==> config.mk <==
export PLATFORM = sky130hd
export DESIGN_NAME = crc_par_engine_flat
export DESIGN_NICKNAME = d
export VERILOG_FILES = /design/src/rtl/crc_par_engine_pkg.sv /design/src/rtl/crc_par_engine_if.sv /design/src/rtl/crc_par_engine_serializer.sv /design/src/rtl/crc_par_engine.sv /design/src/flat_wrapper.sv
export SDC_FILE = /design/constraint.sdc
export NUM_CORES = 1
export LEC_CHECK = 0
export CAP_MARGIN = 20
export CORE_ASPECT_RATIO = 1.1
export CORE_MARGIN = 4
export CORE_UTILIZATION = 56
export DETAILED_ROUTE_END_ITERATION = 12
export MAX_ROUTING_LAYER = met4
export PLACE_DENSITY = 0.79
export SLEW_MARGIN = 0
export SYNTH_ARGS = -nofsm -noshare
export SYNTH_HDL_FRONTEND = slang
export SYNTH_SLANG_ARGS = --single-unit
==> constraint.sdc <==
create_clock -name clk -period 1.8 [get_ports clk]
set_input_delay 0.45 -clock clk [delete_from_list [all_inputs] [get_ports clk]]
set_output_delay 0.45 -clock clk [all_outputs]
set_load 0.02 [all_outputs]
==> src/rtl/crc_par_engine_pkg.sv <==
`default_nettype none
// ============================================================================
// Module      : crc_par_engine_pkg
// Description : Shared types and the single-bit LFSR step used by the
//               parallel CRC engine.
// Revision    : 1.0 - initial release
// ============================================================================
package crc_par_engine_pkg;

  // Widest CRC the step function handles; callers zero-extend into this width.
  localparam int CRC_MAX_WD = 64;

  typedef enum logic [1:0] {
    ST_IDLE  = 2'd0,
    ST_CALC  = 2'd1,
    ST_SHIFT = 2'd2
  } crc_state_e;

  // One LFSR step for data bit d on a wd-bit register held in the low bits of r.
  // Feedback enters the MSB; taps apply only below the MSB.
  function automatic logic [CRC_MAX_WD-1:0] crc_step(
    input logic [CRC_MAX_WD-1:0] r,
    input logic                  d,
    input logic [CRC_MAX_WD-1:0] taps,
    input int unsigned           wd
  );
    logic                  fb;
    logic [CRC_MAX_WD-1:0] lo_mask;
    logic [CRC_MAX_WD-1:0] nxt;
    fb      = d ^ r[0];
    lo_mask = (CRC_MAX_WD'(1) << (wd - 1)) - CRC_MAX_WD'(1);
    nxt     = (r >> 1) ^ (taps & lo_mask & {CRC_MAX_WD{fb}});
    nxt     = nxt | (CRC_MAX_WD'(fb) << (wd - 1));
    return nxt;
  endfunction

endpackage
`default_nettype wire

==> src/rtl/crc_par_engine_if.sv <==
`default_nettype none
// ============================================================================
// Module      : crc_par_engine_if
// Description : Frame-in / CRC-out bus of the parallel CRC engine.
//               Optional CRC_CHECK_EN adds the expected-CRC compare signals.
// Revision    : 1.0 - initial release
// ============================================================================
interface crc_par_engine_if #(
  parameter int CRC_WD = 8,
  parameter int IN_WD  = 1,
  parameter int OUT_WD = 1
);
  logic              active;
  logic [IN_WD-1:0]  data;
  logic [OUT_WD-1:0] crc;
  logic              valid;
  logic              busy;
  logic              overrun;

  // The CRC must split into whole output beats.
  if ((CRC_WD % OUT_WD) != 0 || IN_WD < 1) begin : g_bad_cfg
    $error("crc_par_engine_if: CRC_WD must be a multiple of OUT_WD and IN_WD >= 1");
  end

`ifdef CRC_CHECK_EN
  logic [CRC_WD-1:0] crc_exp;
  logic              match;
  logic              match_vld;

  modport master (output active, output data, output crc_exp,
                  input crc, input valid, input busy, input overrun,
                  input match, input match_vld);
  modport slave  (input active, input data, input crc_exp,
                  output crc, output valid, output busy, output overrun,
                  output match, output match_vld);
`else
  modport master (output active, output data,
                  input crc, input valid, input busy, input overrun);
  modport slave  (input active, input data,
                  output crc, output valid, output busy, output overrun);
`endif

endinterface
`default_nettype wire

==> src/rtl/crc_par_engine_serializer.sv <==
`default_nettype none
// ============================================================================
// Module      : crc_par_engine_serializer
// Description : Streams a loaded CRC out OUT_WD bits per beat, LSB first,
//               with Valid/BUSY framing and a last-beat indication.
// Revision    : 1.0 - initial release
// ============================================================================
module crc_par_engine_serializer #(
  parameter int CRC_WD = 8,
  parameter int OUT_WD = 1
) (
  input  logic              clk,
  input  logic              rst_n,
  input  logic              i_load,
  input  logic [CRC_WD-1:0] i_value,
  output logic [OUT_WD-1:0] o_crc,
  output logic              o_valid,
  output logic              o_busy,
  output logic              o_last
);
  localparam int BEATS  = CRC_WD / OUT_WD;
  localparam int CNT_WD = $clog2(BEATS + 1);
  localparam logic [CNT_WD-1:0] c_beats = CNT_WD'(BEATS);
  localparam logic [CNT_WD-1:0] c_one   = CNT_WD'(1);

  logic [CRC_WD-1:0] r_shreg;
  logic [CNT_WD-1:0] r_cnt;
  logic [OUT_WD-1:0] r_crc;
  logic              r_valid;
  logic              r_busy;

  // The beat currently on the output is the final one.
  assign o_last = r_busy && (r_cnt == c_beats);

  // Load presents beat 1 immediately; each following edge advances one slice.
  always_ff @(posedge clk or negedge rst_n) begin
    if (!rst_n) begin
      r_shreg <= '0;
      r_cnt   <= '0;
      r_crc   <= '0;
      r_valid <= 1'b0;
      r_busy  <= 1'b0;
    end else if (i_load) begin
      r_crc   <= i_value[OUT_WD-1:0];
      r_shreg <= i_value >> OUT_WD;
      r_cnt   <= c_one;
      r_valid <= 1'b1;
      r_busy  <= 1'b1;
    end else if (o_last) begin
      r_shreg <= '0;
      r_cnt   <= '0;
      r_crc   <= '0;
      r_valid <= 1'b0;
      r_busy  <= 1'b0;
    end else if (r_busy) begin
      r_crc   <= r_shreg[OUT_WD-1:0];
      r_shreg <= r_shreg >> OUT_WD;
      r_cnt   <= r_cnt + c_one;
    end
  end

  assign o_crc   = r_crc;
  assign o_valid = r_valid;
  assign o_busy  = r_busy;

endmodule
`default_nettype wire

==> src/rtl/crc_par_engine.sv <==
`default_nettype none
// ============================================================================
// Module      : crc_par_engine
// Description : Parametrised LFSR CRC generator. Absorbs IN_WD data bits per
//               ACTIVE cycle, then streams the CRC out OUT_WD bits per beat.
//               Define CRC_CHECK_EN to add the expected-CRC comparator
//               (crc_exp in, match / match_vld out).
// Revision    : 1.0 - initial release
// ============================================================================
module crc_par_engine
  import crc_par_engine_pkg::*;
#(
  parameter int                CRC_WD = 8,
  parameter int                IN_WD  = 1,
  parameter int                OUT_WD = 1,
  parameter logic [CRC_WD-1:0] SEED   = 8'hD8,
  parameter logic [CRC_WD-1:0] TAPS   = 8'h44
) (
  input  logic            clk,
  input  logic            rst_n,
  crc_par_engine_if.slave bus
);

  if ((CRC_WD % OUT_WD) != 0 || IN_WD < 1 || CRC_WD > CRC_MAX_WD) begin : g_bad_cfg
    $error("crc_par_engine: illegal CRC_WD/IN_WD/OUT_WD combination");
  end

  crc_state_e        r_state;
  logic [CRC_WD-1:0] r_lfsr;
  logic [CRC_WD-1:0] w_lfsr_nxt;
  logic              r_overrun;
  logic              w_load;
  logic              w_last;

  // IN_WD LFSR steps chained in one cycle, DATA[0] applied first.
  always_comb begin
    w_lfsr_nxt = (r_state == ST_IDLE) ? SEED : r_lfsr;
    for (int k = 0; k < IN_WD; k++) begin
      w_lfsr_nxt = CRC_WD'(crc_step(CRC_MAX_WD'(w_lfsr_nxt), bus.data[k],
                                    CRC_MAX_WD'(TAPS), CRC_WD));
    end
  end

  // Frame end: first edge that sees ACTIVE low while calculating.
  assign w_load = (r_state == ST_CALC) && !bus.active;

  // Frame FSM; the LFSR holds the final CRC untouched for the whole shift-out.
  always_ff @(posedge clk or negedge rst_n) begin
    if (!rst_n) begin
      r_state   <= ST_IDLE;
      r_lfsr    <= SEED;
      r_overrun <= 1'b0;
    end else begin
      r_overrun <= (r_state == ST_SHIFT) && bus.active;
      case (r_state)
        ST_IDLE: begin
          if (bus.active) begin
            r_lfsr  <= w_lfsr_nxt;
            r_state <= ST_CALC;
          end else begin
            r_lfsr  <= SEED;
          end
        end
        ST_CALC: begin
          if (bus.active) r_lfsr  <= w_lfsr_nxt;
          else            r_state <= ST_SHIFT;
        end
        ST_SHIFT: begin
          if (w_last) begin
            r_lfsr  <= SEED;
            r_state <= ST_IDLE;
          end
        end
        default: begin
          r_lfsr  <= SEED;
          r_state <= ST_IDLE;
        end
      endcase
    end
  end

  crc_par_engine_serializer #(
    .CRC_WD (CRC_WD),
    .OUT_WD (OUT_WD)
  ) u_serializer (
    .clk     (clk),
    .rst_n   (rst_n),
    .i_load  (w_load),
    .i_value (r_lfsr),
    .o_crc   (bus.crc),
    .o_valid (bus.valid),
    .o_busy  (bus.busy),
    .o_last  (w_last)
  );

  assign bus.overrun = r_overrun;

`ifdef CRC_CHECK_EN
  logic [CRC_WD-1:0] r_crc_exp;
  logic              r_match;
  logic              r_match_vld;

  // Capture the expected CRC at frame end; compare when shift-out completes.
  always_ff @(posedge clk or negedge rst_n) begin
    if (!rst_n) begin
      r_crc_exp   <= '0;
      r_match     <= 1'b0;
      r_match_vld <= 1'b0;
    end else begin
      r_match_vld <= 1'b0;
      if (w_load) r_crc_exp <= bus.crc_exp;
      if ((r_state == ST_SHIFT) && w_last) begin
        r_match_vld <= 1'b1;
        r_match     <= (r_lfsr == r_crc_exp);
      end
    end
  end

  assign bus.match     = r_match;
  assign bus.match_vld = r_match_vld;
`endif

endmodule
`default_nettype wire

==> src/flat_wrapper.sv <==
// flat-port wrapper written by rule: the top's interface ports become plain ports
module crc_par_engine_flat import crc_par_engine_pkg::*;
#(
  parameter int                CRC_WD = 8,
  parameter int                IN_WD  = 1,
  parameter int                OUT_WD = 1,
  parameter logic [CRC_WD-1:0] SEED   = 8'hD8,
  parameter logic [CRC_WD-1:0] TAPS   = 8'h44
)
  (clk, rst_n, bus_active, bus_data, bus_crc, bus_valid, bus_busy, bus_overrun);
  crc_par_engine_if #(.CRC_WD(CRC_WD), .IN_WD(IN_WD), .OUT_WD(OUT_WD)) bus_i ();
  input  logic clk;
  input  logic rst_n;
  input wire logic [$bits(bus_i.active)-1:0] bus_active;
  input wire logic [$bits(bus_i.data)-1:0] bus_data;
  output wire logic [$bits(bus_i.crc)-1:0] bus_crc;
  output wire logic [$bits(bus_i.valid)-1:0] bus_valid;
  output wire logic [$bits(bus_i.busy)-1:0] bus_busy;
  output wire logic [$bits(bus_i.overrun)-1:0] bus_overrun;
  assign bus_i.active = bus_active;
  assign bus_i.data = bus_data;
  assign bus_crc = bus_i.crc;
  assign bus_valid = bus_i.valid;
  assign bus_busy = bus_i.busy;
  assign bus_overrun = bus_i.overrun;
  crc_par_engine #(.CRC_WD(CRC_WD), .IN_WD(IN_WD), .OUT_WD(OUT_WD), .SEED(SEED), .TAPS(TAPS)) u_core (.clk(clk), .rst_n(rst_n), .bus(bus_i));
endmodule
==> flow_metrics.env <==
# yosys + openroad results
export IMPL_post_cts_buffers=0
export IMPL_worst_slack_ns=0.0489
export IMPL_dp_hpwl_mm=1.67
export IMPL_cts_made_buffers=3
export IMPL_syn_inst=119
export IMPL_rsz0062_at_grt="false"
export IMPL_grt_pass1_vias=896
export IMPL_drt_first_iter_violations=33
export IMPL_synth_top_cell_area_share_pct=41.8
export IMPL_syn_area_per_cell_um2=10.1
export IMPL_period_used_pct=97.3
export IMPL_worstPathCellList="clkdlybuf4s50_1"
export IMPL_routedWlPerCell_um=14.7
export IMPL_synth_flop_count=24
export IMPL_drt_wl_total_mm=2.32
export IMPL_ff_type="dfrtp_1"
export IMPL_antenna_found_initial=0
export IMPL_most_common_cell="dfrtp_1"
export IMPL_cts_root_buffer="clkbuf_4"
export IMPL_timing_rr_end="u_core.r_lfsr[2]$_DFFE_PN0P_"
export IMPL_antenna_cells=0
export IMPL_grt_total_usage_pct=19.5
export IMPL_cts_tree="done"
export IMPL_r2r_start="u_core.u_serializer.r_cnt[0]$_DFFE_PN0P_"
export IMPL_ys_warn_count=0
export IMPL_drv_cap=0
export IMPL_port_buffers=7
export IMPL_die_w_um=52.1
export IMPL_timing_hold_ws_ns=0.461
export IMPL_leakagePower_nw=0.628
export IMPL_via_per_inst=5.96
export IMPL_cp_start_kind="flip-flop"
export IMPL_gp_congestion=0.780
export IMPL_yosys_area_mm2=0.00120
export IMPL_edf_count=0
export IMPL_status="completed"
==> final cells by class <==
class | instances | area (um2)
Sequential cell | 24 | 606
Clock inverter | 1 | 30.0
Clock buffer | 3 | 22.5
Multi-Input combinational cell | 82 | 522
Fill cell | 162 | 657
Tap cell | 28 | 35.0
Inverter | 6 | 22.5
Timing Repair Buffer | 14 | 126
==> placed cells by master (no fill, tap or decap), types with 2 or more instances in the layout <==
cell type	instances
xnor2_1	3
inv_1	5
nand2_1	10
ha_1	2
a2bb2oi_1	3
nand3_1	9
a22o_1	2
buf_4	7
clkbuf_4	3
o21ai_0	2
and2_1	2
and4b_1	2
nor3b_1	2
dlymetal6s2s_1	2
clkdlybuf4s50_1	4
nand3b_1	2
dfrtp_1	20
nor2b_1	2
nor2_1	10
o2bb2ai_1	2
dfstp_2	4
a21oi_1	16
==> report_power, final <==
group | total [mW] | internal (mW) | leakage, nW | switching [mW]
logic | 0.883 | 0.423 | 0.307 | 0.459
registers | 0.985 | 0.782 | 0.293 | 0.204
clock network | 0.392 | 0.225 | 0.0279 | 0.167
total | 2.26 | 1.43 | 0.628 | 0.829
==> how the worst max path moves through the flow <==
stage,depth (start not counted),from,to
final,1,u_core.bus.overrun$_DFF_PN0_,bus_overrun
after CTS,1,u_core.u_serializer.o_busy$_DFFE_PN0P_,bus_busy
after global placement,5,bus_active,u_core.u_serializer.o_crc$_DFFE_PN0P_
after global routing,1,u_core.bus.overrun$_DFF_PN0_,bus_overrun
after floorplan,5,bus_active,u_core.r_lfsr[6]$_DFFE_PN1P_
after detailed placement,4,bus_active,u_core.r_lfsr[2]$_DFFE_PN0P_
==> layer usage <==
layer  up-vias  wire (um)  GRT usage, %
met5         -          0             -
met4         0         44          7.87
met3         5        123          3.18
met2        28       1160          30.9
met1       469        991          24.4
li1        440          -             -
==> flip-flops by register name (all words and copies together) (netlist names) <==
| signal | cells |
|---|---|
| u_core.r_lfsr | 8 |
| u_core.u_serializer.r_shreg | 7 |
| u_core.u_serializer.r_cnt | 4 |
| u_core.r_state | 2 |
| u_core.bus.overrun | 1 |
| u_core.u_serializer.o_busy | 1 |
| u_core.u_serializer.o_crc | 1 |
==> worst reg2reg max path, delay by kind of cell, from the launching register on <==
| family | cells | cell delay [ns] |
|---|---|---|
| adders and majority gates | 1 | 0.18 |
| and+or+nand+nor | 2 | 0.34 |
| buffers and inverters | 1 | 0.11 |
| AOI/OAI and AO/OA | 1 | 0.35 |
| DFF | 1 | 0.44 |
==> cell families (layout without fill, tap and decap cells) <==
family / after synthesis / count (layout) / synth area share, %
and+or+nand+nor: 43 / 43 / 19.4
AOI/OAI and AO/OA: 32 / 32 / 18.3
DFF: 24 / 24 / 50.6
buffers and inverters: 13 / 24 / 5.85
xor gates and xnor gates: 4 / 4 / 2.93
adders and majority gates: 2 / 2 / 2.09
muxes: 1 / 1 / 0.836
==> metrics by stage <==
| stage | area [um2] | instances |
|---|---|---|
| global placement | 1310 | 154 |
| global route | 1360 | 158 |
| CTS | 1360 | 158 |
| floorplan | 1200 | 119 |
| finish | 1360 | 158 |
| detailed placement | 1310 | 154 |
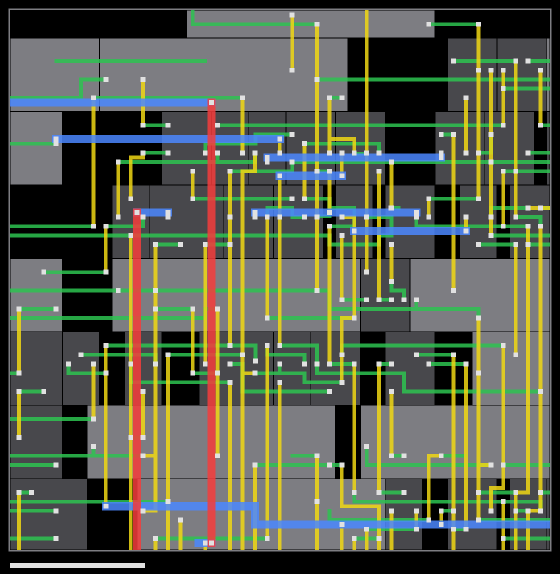
**Above:** close-up of the layout.
Scale bar: 5 um. Window x 16 to 36, y 30 to 50 um. Cells in grey, sequential cells in the stronger grey; small squares are vias.
Key: M3 = blue; M2 = yellow; M1 = green; M4 = red
Most frequent: a21oi_1 (10), nor2_1 (6), dfrtp_1 (6). Netlist names of flops here include `u_core.u_serializer.r_shreg` (5), `u_core.bus.overrun` (1). Sequential cells in the window: 6. 36 logic cells have their middle in the window.

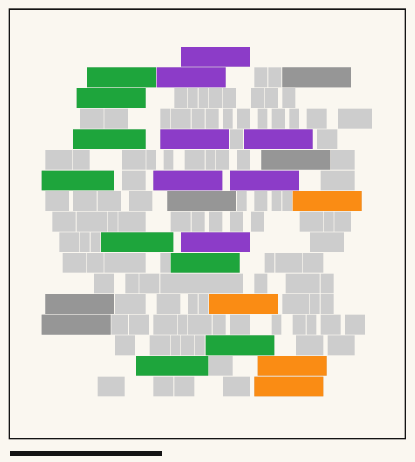
**Above:** where the registers sit.
Scale bar: 20 um. Other sequential cells in the stronger grey, the rest of the logic in the fainter grey.
Key: `u_core.u_serializer.r_shreg` = purple [sequential cells 7]; `u_core.r_lfsr` = green [sequential cells 8]; `u_core.u_serializer.r_cnt` = orange [sequential cells 4]
Another 5 sequential cells are not coloured.

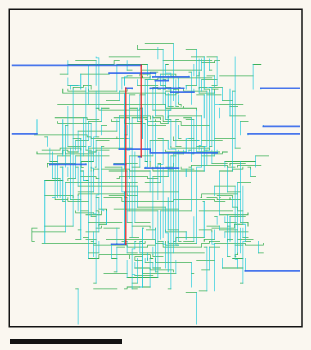
**Above:** routed metal, one colour a layer.
Scale bar: 20 um.
Key: M2 = cyan [wire length 1160 um]; M4 = red [wire length 44.2 um]; M1 = green [wire length 991 um]; M3 = blue [wire length 123 um]

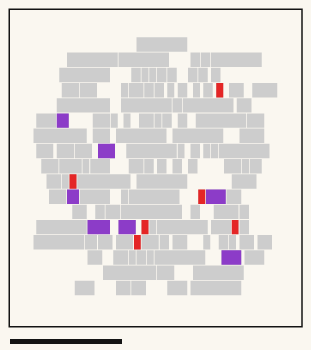
**Above:** selected gate families.
Scale bar: 20 um.
Key: and/or cells = purple [cells 7]; inv cells = red [cells 6]

Power figures rest on the tool's default switching activity, not on a simulated workload.
